==> images/flops_by_reg.png <==
The bar under the picture is 50 um long. Other sequential cells in the stronger gray, the rest of the logic in the fainter gray.
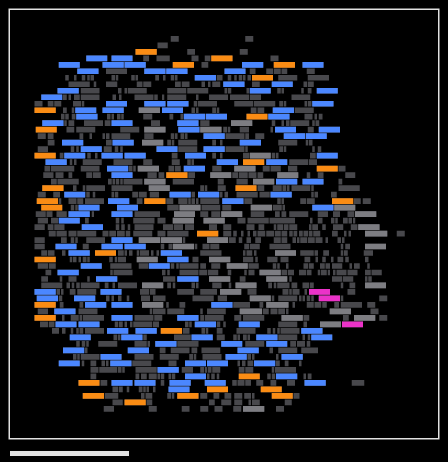
==> images/io_placement.png <==
Pins as bars across the die edge, other pins in gray.
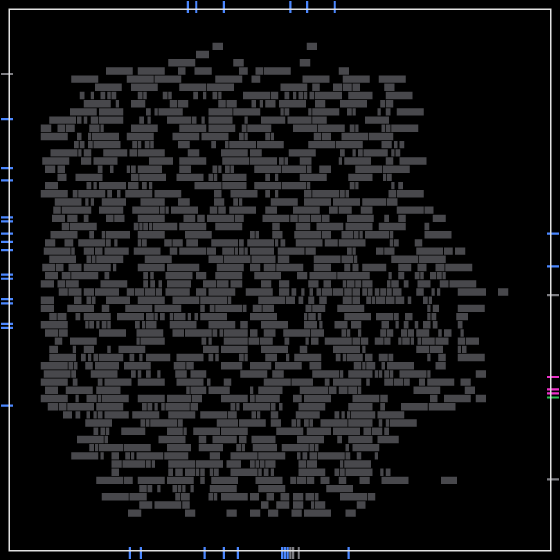
==> images/clocks.png <==
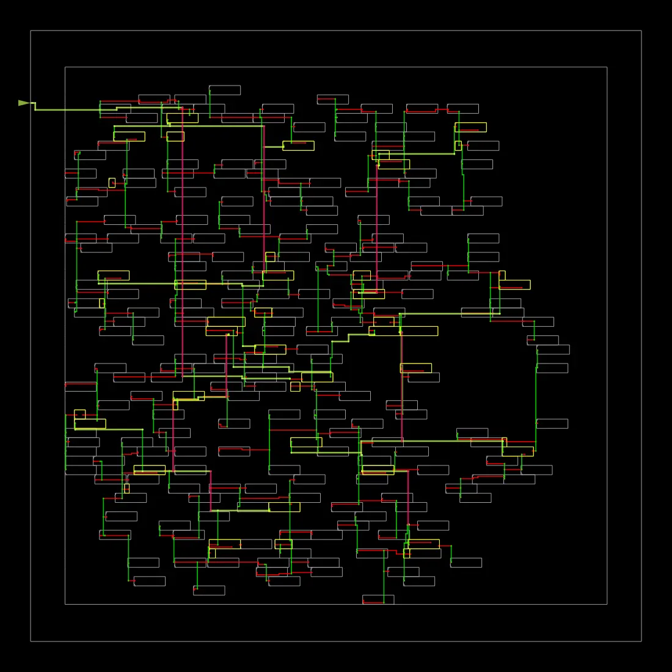
==> images/logic_types.png <==
The bar under the picture is 50 um long.
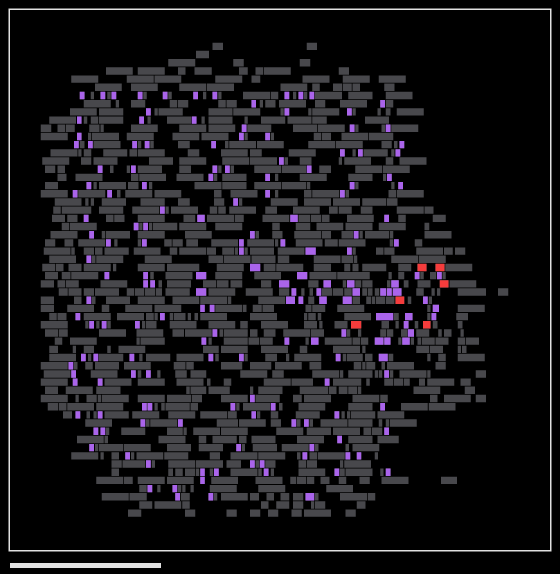
$ cat src/rtl/a0_uart_tx.sv
// a0_uart_tx: queues every change of the CPU a0 register in a small FIFO and
// streams each queued word as four 8N1 UART bytes, most significant byte first.
module a0_uart_tx #(
    parameter int CLKS_PER_BIT = 4,
    parameter int FIFO_DEPTH   = 4
) (
    input  logic                          clk,
    input  logic                          rst,
    input  logic [31:0]                   a0,
    input  logic                          capture_en,
    input  logic                          clear_ovf,
    output logic                          tx,
    output logic                          busy,
    output logic                          overflow,
    output logic [$clog2(FIFO_DEPTH):0]   fifo_count
);

    localparam int AW = $clog2(FIFO_DEPTH);
    localparam int CW = $clog2(CLKS_PER_BIT);

    typedef enum logic [1:0] {
        ST_IDLE  = 2'd0,
        ST_START = 2'd1,
        ST_DATA  = 2'd2,
        ST_STOP  = 2'd3
    } state_t;

    function automatic logic [7:0] sel_byte(input logic [31:0] word, input logic [1:0] idx);
        logic [7:0] b;
        case (idx)
            2'd0:    b = word[31:24];
            2'd1:    b = word[23:16];
            2'd2:    b = word[15:8];
            2'd3:    b = word[7:0];
            default: b = word[31:24];
        endcase
        return b;
    endfunction

    state_t         r_state;
    logic [CW-1:0]  r_clk_cnt;
    logic [2:0]     r_bit_idx;
    logic [1:0]     r_byte_idx;
    logic [31:0]    r_word;
    logic           r_tx;
    logic           r_busy;
    logic           r_overflow;
    logic [AW:0]    r_count;
    logic [AW-1:0]  r_wr_ptr;
    logic [AW-1:0]  r_rd_ptr;
    logic [31:0]    r_last_a0;
    logic [31:0]    r_mem [FIFO_DEPTH];

    state_t         w_state_nxt;
    logic [CW-1:0]  w_clk_cnt_nxt;
    logic [2:0]     w_bit_idx_nxt;
    logic [1:0]     w_byte_idx_nxt;
    logic [31:0]    w_word_nxt;
    logic           w_tx_nxt;
    logic           w_pop;
    logic           w_push_req;
    logic           w_full;
    logic           w_nempty;
    logic           w_push;
    logic           w_drop;
    logic [AW:0]    w_count_nxt;
    logic           w_overflow_nxt;
    logic           w_busy_nxt;
    logic           w_bit_end;
    logic [7:0]     w_cur_byte;
    logic [2:0]     w_bit_idx_inc;
    logic [31:0]    w_head;

    assign w_push_req    = capture_en & (a0 != r_last_a0);
    assign w_full        = (r_count == (AW+1)'(FIFO_DEPTH));
    assign w_nempty      = (r_count != {(AW+1){1'b0}});
    assign w_bit_end     = (r_clk_cnt == CW'(CLKS_PER_BIT - 1));
    assign w_cur_byte    = sel_byte(r_word, r_byte_idx);
    assign w_bit_idx_inc = r_bit_idx + 3'd1;
    assign w_head        = r_mem[r_rd_ptr];

    // FIFO push/drop decision, occupancy and sticky overflow next-state
    always_comb begin
        w_push         = 1'b0;
        w_drop         = 1'b0;
        w_count_nxt    = r_count;
        w_overflow_nxt = r_overflow;
        // A same-edge pop frees a slot, so a full FIFO still accepts the push.
        if (w_push_req && (!w_full || w_pop)) begin
            w_push = 1'b1;
        end else begin
            w_drop = w_push_req;
        end
        case ({w_push, w_pop})
            2'b10:   w_count_nxt = r_count + (AW+1)'(1);
            2'b01:   w_count_nxt = r_count - (AW+1)'(1);
            default: w_count_nxt = r_count;
        endcase
        if (w_drop) begin
            w_overflow_nxt = 1'b1;
        end else if (clear_ovf) begin
            w_overflow_nxt = 1'b0;
        end else begin
            w_overflow_nxt = r_overflow;
        end
        w_busy_nxt = (w_state_nxt != ST_IDLE) | (w_count_nxt != {(AW+1){1'b0}});
    end

    // TX framing FSM: next state, bit timing and the registered tx level
    always_comb begin
        w_state_nxt    = r_state;
        w_clk_cnt_nxt  = r_clk_cnt;
        w_bit_idx_nxt  = r_bit_idx;
        w_byte_idx_nxt = r_byte_idx;
        w_word_nxt     = r_word;
        w_tx_nxt       = 1'b1;
        w_pop          = 1'b0;
        case (r_state)
            ST_IDLE: begin
                if (w_nempty) begin
                    w_pop          = 1'b1;
                    w_word_nxt     = w_head;
                    w_byte_idx_nxt = 2'd0;
                    w_clk_cnt_nxt  = CW'(0);
                    w_state_nxt    = ST_START;
                    w_tx_nxt       = 1'b0;
                end else begin
                    w_tx_nxt = 1'b1;
                end
            end
            ST_START: begin
                if (w_bit_end) begin
                    w_clk_cnt_nxt = CW'(0);
                    w_bit_idx_nxt = 3'd0;
                    w_state_nxt   = ST_DATA;
                    w_tx_nxt      = w_cur_byte[0];
                end else begin
                    w_clk_cnt_nxt = r_clk_cnt + CW'(1);
                    w_tx_nxt      = 1'b0;
                end
            end
            ST_DATA: begin
                if (w_bit_end) begin
                    w_clk_cnt_nxt = CW'(0);
                    if (r_bit_idx == 3'd7) begin
                        w_state_nxt = ST_STOP;
                        w_tx_nxt    = 1'b1;
                    end else begin
                        w_bit_idx_nxt = w_bit_idx_inc;
                        w_tx_nxt      = w_cur_byte[w_bit_idx_inc];
                    end
                end else begin
                    w_clk_cnt_nxt = r_clk_cnt + CW'(1);
                    w_tx_nxt      = w_cur_byte[r_bit_idx];
                end
            end
            ST_STOP: begin
                if (w_bit_end) begin
                    w_clk_cnt_nxt = CW'(0);
                    if (r_byte_idx != 2'd3) begin
                        w_byte_idx_nxt = r_byte_idx + 2'd1;
                        w_state_nxt    = ST_START;
                        w_tx_nxt       = 1'b0;
                    end else if (w_nempty) begin
                        // Chain straight into the next queued word with no idle gap.
                        w_pop          = 1'b1;
                        w_word_nxt     = w_head;
                        w_byte_idx_nxt = 2'd0;
                        w_state_nxt    = ST_START;
                        w_tx_nxt       = 1'b0;
                    end else begin
                        w_state_nxt = ST_IDLE;
                        w_tx_nxt    = 1'b1;
                    end
                end else begin
                    w_clk_cnt_nxt = r_clk_cnt + CW'(1);
                    w_tx_nxt      = 1'b1;
                end
            end
            default: begin
                w_state_nxt = ST_IDLE;
                w_tx_nxt    = 1'b1;
            end
        endcase
    end

    // FSM, framing and output registers
    always_ff @(posedge clk or negedge rst) begin
        if (!rst) begin
            r_state    <= ST_IDLE;
            r_clk_cnt  <= CW'(0);
            r_bit_idx  <= 3'd0;
            r_byte_idx <= 2'd0;
            r_word     <= 32'h0000_0000;
            r_tx       <= 1'b1;
            r_busy     <= 1'b0;
        end else begin
            r_state    <= w_state_nxt;
            r_clk_cnt  <= w_clk_cnt_nxt;
            r_bit_idx  <= w_bit_idx_nxt;
            r_byte_idx <= w_byte_idx_nxt;
            r_word     <= w_word_nxt;
            r_tx       <= w_tx_nxt;
            r_busy     <= w_busy_nxt;
        end
    end

    // FIFO pointers, occupancy, overflow flag and change-detect history
    always_ff @(posedge clk or negedge rst) begin
        if (!rst) begin
            r_wr_ptr   <= {AW{1'b0}};
            r_rd_ptr   <= {AW{1'b0}};
            r_count    <= {(AW+1){1'b0}};
            r_overflow <= 1'b0;
            r_last_a0  <= 32'h0000_0000;
        end else begin
            r_wr_ptr   <= w_push ? (r_wr_ptr + AW'(1)) : r_wr_ptr;
            r_rd_ptr   <= w_pop  ? (r_rd_ptr + AW'(1)) : r_rd_ptr;
            r_count    <= w_count_nxt;
            r_overflow <= w_overflow_nxt;
            r_last_a0  <= a0;
        end
    end

    // FIFO storage
    always_ff @(posedge clk or negedge rst) begin
        if (!rst) begin
            for (int i = 0; i < FIFO_DEPTH; i++) begin
                r_mem[i] <= 32'h0000_0000;
            end
        end else if (w_push) begin
            r_mem[r_wr_ptr] <= a0;
        end else begin
            r_mem[r_wr_ptr] <= r_mem[r_wr_ptr];
        end
    end

    assign tx         = r_tx;
    assign busy       = r_busy;
    assign overflow   = r_overflow;
    assign fifo_count = r_count;

endmodule

$ cat config.mk
export PLATFORM = sky130hd
export DESIGN_NAME = a0_uart_tx
export DESIGN_NICKNAME = d
export VERILOG_FILES = /design/src/rtl/a0_uart_tx.sv
export SDC_FILE = /design/constraint.sdc
export NUM_CORES = 1
export LEC_CHECK = 0
export ABC_CLOCK_PERIOD_IN_PS = 3730
export CORE_MARGIN = 10
export CORE_UTILIZATION = 40
export DETAILED_ROUTE_END_ITERATION = 12
export PLACE_DENSITY = 0.6
export SLEW_MARGIN = 15
export SYNTH_ARGS = -nofsm -noshare
export SYNTH_HDL_FRONTEND = slang
export SYNTH_SLANG_ARGS = --single-unit
$ cat constraint.sdc
create_clock -name clk -period 3.73 [get_ports clk]
set_input_delay 1.119 -clock clk [delete_from_list [all_inputs] [get_ports clk]]
set_output_delay 1.119 -clock clk [all_outputs]
set_load 0.01 [all_outputs]
==> changes_impl.md <==
## Implementation

* Seq share, synth at 51.99%
* Post-Synthesis Cells at approximately 850
* Clk buf depth at 3
* Min-Delay Path Class: register to register
* Final hold violation count at 0
* Warnings, synthesis at 0
* Mapped cell area at approximately 10000 um^2
* Post-layout min period at 3618 ps
* CP Max Fanout at 2
* Mean post-synth cell area at 11.98 um^2
* Inserted Clock Buffers at 24
* Critical Path Max Stage Delay at 430 ps
* CP cell instances: clkdlybuf4s50_1 > xor2_1 > nor4_2 > nand4_1 > o211ai_1 > ha_2 > inv_1 > fa_2 > xor2_1 > nor2_1 > xor2_1 > nor4_1 > nand2b_1
* WHS Path Cells at 2
* RR Startpoint: r_last_a0[9]
* WP data arrival at 4010 ps
* Post-DP Area at 11390 um^2
* Cell count listed in synth_stat.txt at 848
* Die ar. at approximately 32000 um^2
* WHS at approximately 510 ps
* Worst hold path endpoint: r_clk_cnt[1]
* Hold path startpoint: r_clk_cnt[1]
* Setup CP Type: primary input to register
* Placed cells at 1238
* Final Cell Area at 12350 um^2
* FMAX at 276.4 MHz
* CTS H-Tree Depth at 1
* Max transition margin at 50.54%
* Largest net degree at the start of global routing at 84
* Floorplan net count at 902
* CP bufs+invs at 2
* Fp_density at about two fifths
* Final Core Density at approximately half
* Final ANT Viol Nets at 0
* Vias in the first global route at slightly above 7000
* Boundary pin count at approximately 42
* Via count at about 7000
* Tool warnings at 36
* Ys flop type: dfrtp_1
* Drt wl/cell at roughly 20 um
* Cycle use final at 97.01%
* Critical Path Sink Type: register
* Maximum VDD drop at 0.5352 mV
* Setup ws final at ~110 ps
* DRT Pass-1 Iters at 7
* Commonest Layout Cell: dfrtp_1
* Initial antenna violation count at 0
* Status: completed
Back to the opening pictures, flops_by_reg.png:
r_last_a0 -> orange  # placed flops 32
fifo_count -> magenta  # placed flops 3
r_mem -> blue  # placed flops 128
not colored = 48

Back to the opening pictures, io_placement.png:
busy -> green  # pins 1, direction output, edge east
a0 -> blue  # pins 32, direction input, edge 15 west, 9 south, 6 north, 2 east
fifo_count -> magenta  # pins 3, direction output, edge east
all pins by edge = 16 west, 12 south, 8 east, 6 north
Die Ht: 179.4 um
Die Span X: 179.4 um

Back to the opening pictures, clocks.png:
Insertion Delay late pin: 530 ps
clk_skew: 19.80 ps
flop count: 211
P_clk: 2390 uW

Back to the opening pictures, logic_types.png:
aoi and oai cells -> purple  # cells 171
non-inverting ao/oa cells -> red  # cells 6, where east

[metal layers]
layer | up-vias | wire length, um | track usage [%]
li1 | 3244 | - | -
met1 | 3537 | 11380 | 22.16
met2 | 171 | 12110 | 25.54
met3 | 26 | 1094 | 2.452
met4 | 0 | 486 | 3.861
met5 | - | 0 | 0
[worst register-to-register path: cells and delay by family (launching register included)]
kind            cells  cell delay (ps)
flops               1              430
fa+ha+maj           2              570
compound gates      1              320
buf+inv             1               50
simple gates        5             1130
xor+xnor            3              480
[cell type report]
cell class / instances / area [um^2]
Fill cell: 2274 / 12760
Sequential cell: 211 / 5284
Multi-Input combinational cell: 561 / 4653
Timing Repair Buffer: 120 / 1121
Clock buffer: 33 / 684.4
Tap cell: 330 / 412.9
Clock inverter: 11 / 125.1
Inverter: 18 / 67.56
[cell usage after synthesis (all sizes together), types with 6 or more instances]
cell type / count / area (um^2)
mux2: 29 / 326.6
mux2i: 38 / 380.4
nor2: 136 / 510.5
nor4: 9 / 56.30
o21ai: 13 / 65.06
nand2: 23 / 86.33
dfrtp: 210 / 5255
buf: 19 / 118.9
a22oi: 6 / 45.04
nand3: 6 / 30.03
ha: 17 / 212.7
clkbuf: 39 / 146.4
mux4: 64 / 1441
a21oi: 132 / 664.4
a222oi: 6 / 60.06
inv: 18 / 67.56
xor2: 35 / 306.5
[worst max-delay path by stage]
stage / endpoint / slack (ps) / cells after the start
final: busy / 110 / 13
after detailed placement: busy / -740 / 13
after global routing: busy / -40 / 13
after floorplan: busy / 280 / 14
after global placement: busy / -770 / 13
after CTS: busy / 10 / 13
[flip-flops by register name, indices dropped and copies added (netlist names)]
| signal | count |
|---|---|
| r_rd_ptr | 2 |
| overflow | 1 |
| r_clk_cnt | 2 |
| r_word | 32 |
| r_bit_idx | 3 |
| r_mem | 128 |
| r_wr_ptr | 2 |
| fifo_count | 3 |
| r_byte_idx | 2 |
| tx | 1 |
| r_last_a0 | 32 |
| r_state | 2 |
| busy | 1 |
[power breakdown]
| group | leakage (uW) | switching [uW] | internal (uW) |
|---|---|---|---|
| combinational | 0.00236 | 2550 | 2540 |
| clock | 0.000396 | 962 | 1430 |
| sequential | 0.00227 | 748 | 3170 |
[cells by family after synthesis]
| logic type | share of synthesized area, % |
|---|---|
| AND/OR/NAND/NOR | 8.228 |
| flip-flops | 51.99 |
| buffers and inverters | 3.276 |
| adder cells (fa/ha/maj) | 2.291 |
| AND-OR/OR-AND | 9.792 |
| multiplexers | 21.15 |
| XOR/XNOR | 3.276 |
[what timing repair did]
item | 4_1_cts | 5_1_grt
buffers inserted | 0 | 2
resized | 1 | 28
pin swaps | 0 | 12
setup endpoints to repair | 129 | 35
endpoints found under the hold margin | 0 | 0
[stage by stage]
step	setup TNS, ps	total power, uW
after floorplan	0	7345
after global placement	-88200	8922
after detailed placement	-82070	9045
after CTS	0	11470
after global routing	-39.20	12200
final	0	11400
Power is estimated from default activity; no workload was simulated.
